<file path="config.mk">
export PLATFORM = sky130hd
export DESIGN_NAME = instr_fetch_unit
export DESIGN_NICKNAME = d
export VERILOG_FILES = /design/src/rtl/rv32_pkg.sv /design/src/rtl/pc_next_calc.sv /design/src/rtl/instr_fetch_unit.sv
export SDC_FILE = /design/constraint.sdc
export NUM_CORES = 1
export LEC_CHECK = 0
export ABC_AREA = 1
export CORE_MARGIN = 2
export CORE_UTILIZATION = 54
export CTS_CLUSTER_DIAMETER = 100
export CTS_CLUSTER_SIZE = 14
export DETAILED_ROUTE_END_ITERATION = 8
export GPL_TIMING_DRIVEN = 0
export PLACE_DENSITY = 0.88
export SLEW_MARGIN = 10
export SYNTH_ARGS = -nofsm -noshare
export SYNTH_HDL_FRONTEND = slang
export SYNTH_SLANG_ARGS = --single-unit
</file>
<file path="constraint.sdc">
create_clock -name clk -period 3.7 [get_ports clk]
set_input_delay 0.74 -clock clk [delete_from_list [all_inputs] [get_ports clk]]
set_output_delay 0.74 -clock clk [all_outputs]
set_load 0.03 [all_outputs]
</file>
<file path="src/rtl/rv32_pkg.sv">
// Shared RV32I definitions: opcodes, PcSrc encodings, NOP word and the fetch FSM state type.
package rv32_pkg;

  localparam logic [6:0] OP_R    = 7'b0110011;
  localparam logic [6:0] OP_I    = 7'b0010011;
  localparam logic [6:0] OP_IL   = 7'b0000011;
  localparam logic [6:0] OP_S    = 7'b0100011;
  localparam logic [6:0] OP_B    = 7'b1100011;
  localparam logic [6:0] OP_U    = 7'b0110111;
  localparam logic [6:0] OP_AUI  = 7'b0010111;
  localparam logic [6:0] OP_J    = 7'b1101111;
  localparam logic [6:0] OP_JALR = 7'b1100111;

  localparam logic [1:0] PCSRC_PLUS4  = 2'b00;
  localparam logic [1:0] PCSRC_BRANCH = 2'b01;
  localparam logic [1:0] PCSRC_JAL    = 2'b10;
  localparam logic [1:0] PCSRC_JALR   = 2'b11;

  localparam logic [31:0] NOP_INSTR = 32'h0000_0013;

  typedef enum logic [1:0] {
    ST_FETCH,
    ST_WAIT,
    ST_HOLD
  } fetch_state_t;

endpackage

</file>
<file path="src/rtl/pc_next_calc.sv">
// Combinational next-PC selection from PcSrc, plus misaligned-target detection.
// With TRAP_EN a misaligned target is replaced by TRAP_VEC; without it the low bits are cleared.
module pc_next_calc
  import rv32_pkg::*;
#(
  parameter bit          TRAP_EN  = 1'b0,
  parameter logic [31:0] TRAP_VEC = 32'h0000_0100
) (
  input  logic [31:0] pc,
  input  logic [1:0]  pc_src,
  input  logic        branch_taken,
  input  logic [31:0] imm,
  input  logic [31:0] rs1_val,
  output logic [31:0] next_pc,
  output logic        misalign
);

  logic [31:0] target;

  always_comb begin
    target = pc + 32'd4;
    case (pc_src)
      PCSRC_PLUS4:  target = pc + 32'd4;
      PCSRC_BRANCH: target = branch_taken ? (pc + imm) : (pc + 32'd4);
      PCSRC_JAL:    target = pc + imm;
      PCSRC_JALR:   target = (rs1_val + imm) & ~32'h1;
      default:      target = pc + 32'd4;
    endcase
  end

  assign misalign = TRAP_EN && (target[1:0] != 2'b00);
  assign next_pc  = misalign ? TRAP_VEC : {target[31:2], 2'b00};

endmodule

</file>
<file path="src/rtl/instr_fetch_unit.sv">
// RV32I fetch front end: PC register, imem req/rvalid handshake, held instruction for decode.
// Optional misaligned-target trap is enabled by defining MISALIGN_TRAP_EN.
module instr_fetch_unit
  import rv32_pkg::*;
#(
  parameter logic [31:0] RESET_PC = 32'h0000_0000,
  parameter logic [31:0] TRAP_VEC = 32'h0000_0100
) (
  input  logic        clk,
  input  logic        rst,
  input  logic [1:0]  pc_src,
  input  logic        branch_taken,
  input  logic [31:0] imm,
  input  logic [31:0] rs1_val,
  input  logic        stall,
  output logic        imem_req,
  output logic [31:0] imem_addr,
  input  logic        imem_rvalid,
  input  logic [31:0] imem_rdata,
  output logic [31:0] pc,
  output logic [31:0] pc_plus4,
  output logic [31:0] instr,
  output logic [6:0]  opcode,
  output logic        instr_valid,
  output logic        misalign_trap
);

`ifdef MISALIGN_TRAP_EN
  localparam bit TRAP_EN = 1'b1;
`else
  localparam bit TRAP_EN = 1'b0;
`endif

  fetch_state_t state;
  logic [31:0]  next_pc;
  logic         misalign;

  pc_next_calc #(
    .TRAP_EN  (TRAP_EN),
    .TRAP_VEC (TRAP_VEC)
  ) u_pc_next (
    .pc           (pc),
    .pc_src       (pc_src),
    .branch_taken (branch_taken),
    .imm          (imm),
    .rs1_val      (rs1_val),
    .next_pc      (next_pc),
    .misalign     (misalign)
  );

  assign imem_addr = pc;
  assign pc_plus4  = pc + 32'd4;
  assign opcode    = instr[6:0];

  // imem_req is registered, so FETCH entered from reset first raises it for a cycle,
  // while FETCH entered from HOLD already has it raised by the advancing edge.
  always_ff @(posedge clk or posedge rst) begin
    if (rst) begin
      state         <= ST_FETCH;
      pc            <= RESET_PC;
      instr         <= NOP_INSTR;
      instr_valid   <= 1'b0;
      imem_req      <= 1'b0;
      misalign_trap <= 1'b0;
    end else begin
      misalign_trap <= 1'b0;
      case (state)
        ST_FETCH: begin
          if (imem_req) begin
            imem_req <= 1'b0;
            state    <= ST_WAIT;
          end else begin
            imem_req <= 1'b1;
          end
        end
        ST_WAIT: begin
          if (imem_rvalid) begin
            instr       <= imem_rdata;
            instr_valid <= 1'b1;
            state       <= ST_HOLD;
          end
        end
        ST_HOLD: begin
          if (!stall) begin
            pc            <= next_pc;
            misalign_trap <= misalign;
            instr_valid   <= 1'b0;
            imem_req      <= 1'b1;
            state         <= ST_FETCH;
          end
        end
        default: begin
          imem_req <= 1'b0;
          state    <= ST_FETCH;
        end
      endcase
    end
  end

endmodule

</file>
==> GITHUB_STEP_SUMMARY <==
### Flow metrics

| Metric | Value |
|---|---|
| Cell Area, Synth | 8880 um2 |
| H-tree depth | 3 |
| Dominant flop cell | dfrtp_1 |
| Synth Register Bits | between 60 and 70 |
| TritonCTS clock tree | yes |
| # hold bufs at CTS | 0 |
| Well-tap cell count | around 220 |
| Avg Inst Size Synth | 5.70 um2 |
| Clk sinks | ~66 |
| RSZ-0062 raised after global routing | no |
| Chip area | 17500 um2 |
| Max reg flops | 32 |
| Worst reg2reg setup slack | between 1 and 1.5 ns |
| Number of logic gates | 1115 |
| GRT Residual Overflow | 0 |
| Routed WL per cell | about 17 um |
| Number of enable flip-flop cells | 0 |
| Antenna violations before repair | 0 |
| Post-layout period usage | around 97% |
| Setup TNS | 0 ns |
| I/O Buffers | roughly 230 |
| Register area share after synthesis | between 10% and 20% |
| Sequential share of power | 17.9% |
| Min cycle time layout | between 3 and 4 ns |
| Dpl ws | 0.371 ns |
| Synth area leader | nand2_1 |
| Number of max-cap violations | 0 |
| Simple share | approximately 41% |
| Total GRT Usage | around two fifths |
| Number of logic inverters in the finished layout | approximately 330 |
| Area leader share | 24.5% |
| Post-detail-place hpwl | 28300 um |
| Type of origin of the critical path | flip-flop |
| Vias in the first global route | around 10k |
| Global-route wire length before repair | ~54000 um |
| CP Class | reg -> out |
| Largest class | logic gates |
| Sequential cell area | around 1700 um2 |
| Post-CTS setup buffers | 0 |
| Sw frac | between 50 and 60% |
| Area fraction in compound gates | 7.26% |
| Met1 GRT Util | approximately 47% |
| Final setup fails | 0 |
| Combinational Power Share | between 70% and 80% |
| Met3 routed WL | approximately 3600 um |
| Initial DRT Pass Iterations | 6 |
| Sequential power | roughly 1.7 mW |
| Slew Limit Fails | 0 |
| Most frequent cell after synthesis | nand2_1 |
| CP most frequent cell | nand2_1 |
| CP Max Fanout | 10 |
| Setup ws final | ~0.11 ns |
| Clock buf count | 10 |
| Power Density | just over 800 nW/um2 |
| Reg clk slew, reported paths | ~0.060 ns |
| Largest net degree at the start of global routing | approximately 67 |
| Buf/Inv on CP | 2 |
| Clk pwr share | 9.0% |
| DRT iter0 DRCs | 1247 |
| CP cell instances | ha_2 -> nand3_2 -> nor2_1 -> nand2_1 -> nand2_1 -> nand2_1 -> inv_1 -> clkdlybuf4s50_1 |
| Final tally of hold violations | 0 |
| Max Used Layer | met4 |
| Yosys chip area | between 8000 and 9000 um2 |
| Most frequent cells in the layout | nand2_1 (580), inv_1 (322), clkdlybuf4s50_1 (233) |
| Async set or reset register ratio after synthesis | 100% |
| Yosys Instances | between 1.5k and 2k |
| Antenna Cells | 0 |
| Most common logic cell in the routed design | nand2_1 |
| XOR Share, Synth | roughly 1.8% |
| Late-Pin Clk Latency | around 0.34 ns |
| Max frequency | 279 MHz |
| Syn. warnings | 0 |
| Layout cells sized above 1 | approximately 7.4% |
| Pint | ~4.3 mW |
| # nets final | 1973 |
| Worst stage delay on the critical path | a little under 0.7 ns |
| Comb pwr | 7.04 mW |
| Worst-margin pin slew | 0.839 ns |
| Biggest register | instr |
| Req. time, crit path | around 3.0 ns |
| Fp_density | 55.5% |
| Mux area share | approximately 4% |
| Clock root buffer | clkbuf_16 |
| Clk pwr | between 0.8 and 0.9 mW |
| Non-CTS buffers | about 290 |
| Layout Skew | just over 0.007 ns |
| Worst Hold Class | reg -> reg |
| Synth Instances | approximately 1.6k |
| Multi-input logic area | between 5000 and 6000 um2 |
| Final RePlAce weighted congestion | about 1 |
| Metal-1 WL | between 10000 and 15000 um |
| Status | complete, no violations |
| GRT busiest layer | met2 |
| CP endpoint kind | output pin |
| Log Warnings | 26 |
| LEAKAGE | ~6.6 nW |
| P_sw | around 5.3 mW |
| Clock tree buffer depth | 2 |
| Distinct cell type count after synthesis | approximately 40 |
| Layout area overhead | 33.0% |
| Largest power group | combinational cells |
| M3 GR Usage | 8.07% |
| Signal buf overhead | a little under a quarter |
| Num ports | between 200 and 250 |
| Placed insts | 2014 |
| Main logic family | simple AND/OR/NAND/NOR gates |
| Adders+Majority by Area | under 10% |
| Clock-cell share of area | around 2.5% |
| DR vias/cell | 5.42 |
| Top cells by count | nand2_1 (580), inv_1 (323), nand3_1 (119) |
| Slew headroom | ~44% |
| Antenna Nets Post-Route | 0 |
| Slowest cell on crit path | clkdlybuf4s50_1 |
[path summary, 6_finish.rpt]
kind / depth (start not counted) / end / from
min in group asynchronous: 2 / instr[24] / rst
hold / removal: 1 / instr[15] / instr[15]
setup / recovery: 8 / pc_plus4[24] / imem_addr[2]
max in group asynchronous: 2 / imem_addr[3] / rst
setup reg to reg: 15 / imem_addr[22] / imem_addr[2]
hold reg to reg: 1 / instr[15] / instr[15]
[through the flow]
stage	hold WS (ns)	power, mW	util (%)	area (um2)
finish	0.505	9.63	73.8	11800
global route	0.525	10.2	73.8	11800
CTS	0.510	9.48	73.8	11800
detailed placement	0.482	8.52	71.9	11500
global placement	0.457	8.33	71.9	11500
floorplan	0.508	5.88	-	8900
==> images/layer_met2.png <==
Bar = 50 um.
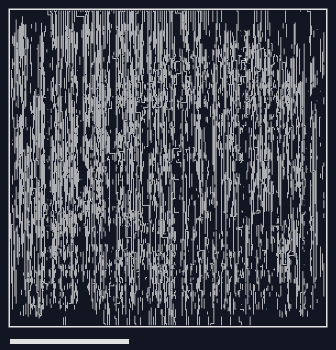
share of all routed wire: 46%
longest straight run: 71.1 um
main direction: vertical
wire length on this layer: 16000 um
vias: 11.0k
Routed Wire Length: 34900 um
GR Util met2: 67.3%

==> images/power_grid.png <==
Pins as bars on the die edge. Tap cells in grey.
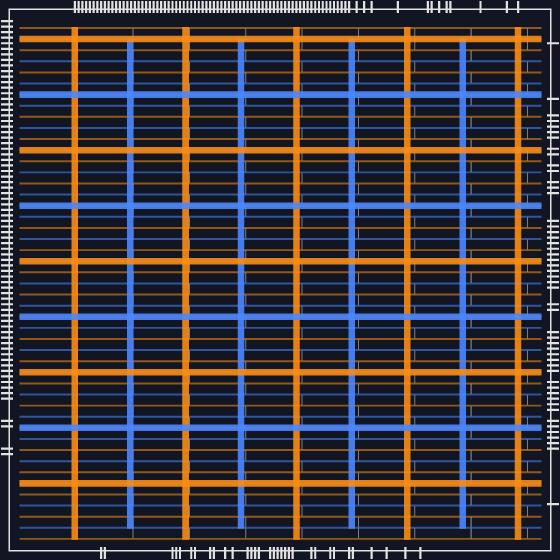
legend:
  orange:
    net: VSS
  blue:
    net: VDD
signal pins: 241
tap cells: 216
met5 straps: 9
met4 straps: 9
Die Width: 132 um
worst vdd ir: 0.000734 V
die y size: 132 um
total core area: 16000 um2

==> images/placement.png <==
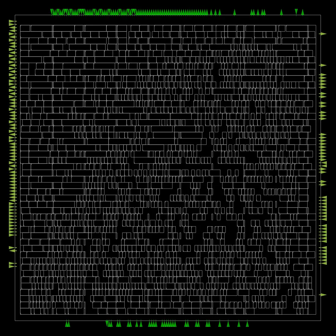
fillers: 1357
final non-filler cell total: 2030
seq_cells: 66
Post-Route Utilization: 73.8%

==> images/placement_by_type.png <==
Bar = 50 um. Fill, decap, tap and diode cells in grey.
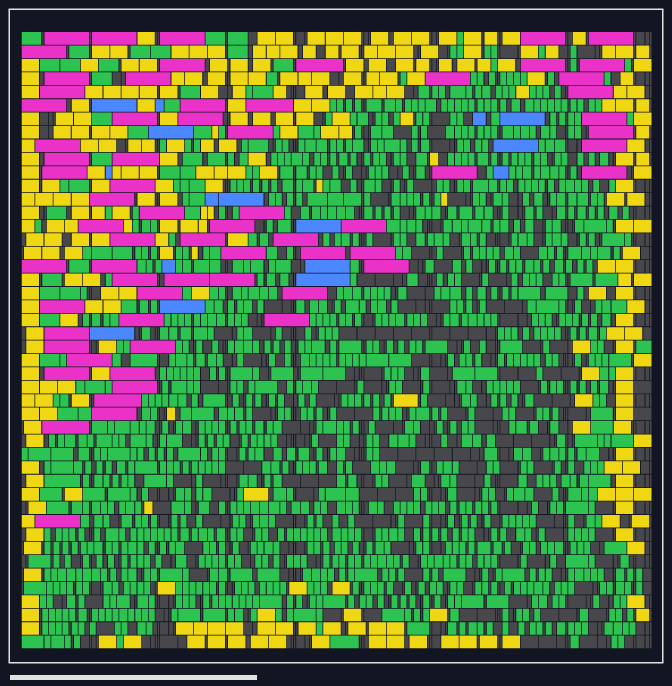
legend:
  green:
    class: combinational and other logic
    cells: 1440
  yellow:
    class: other buffers and delay cells
    cells: 292
  magenta:
    class: flops
    cells: 66
  blue:
    class: clock drivers and dummy loads
    cells: 16
row count: 46
Seq area share: 14.0%

Power is estimated from default activity; no workload was simulated.
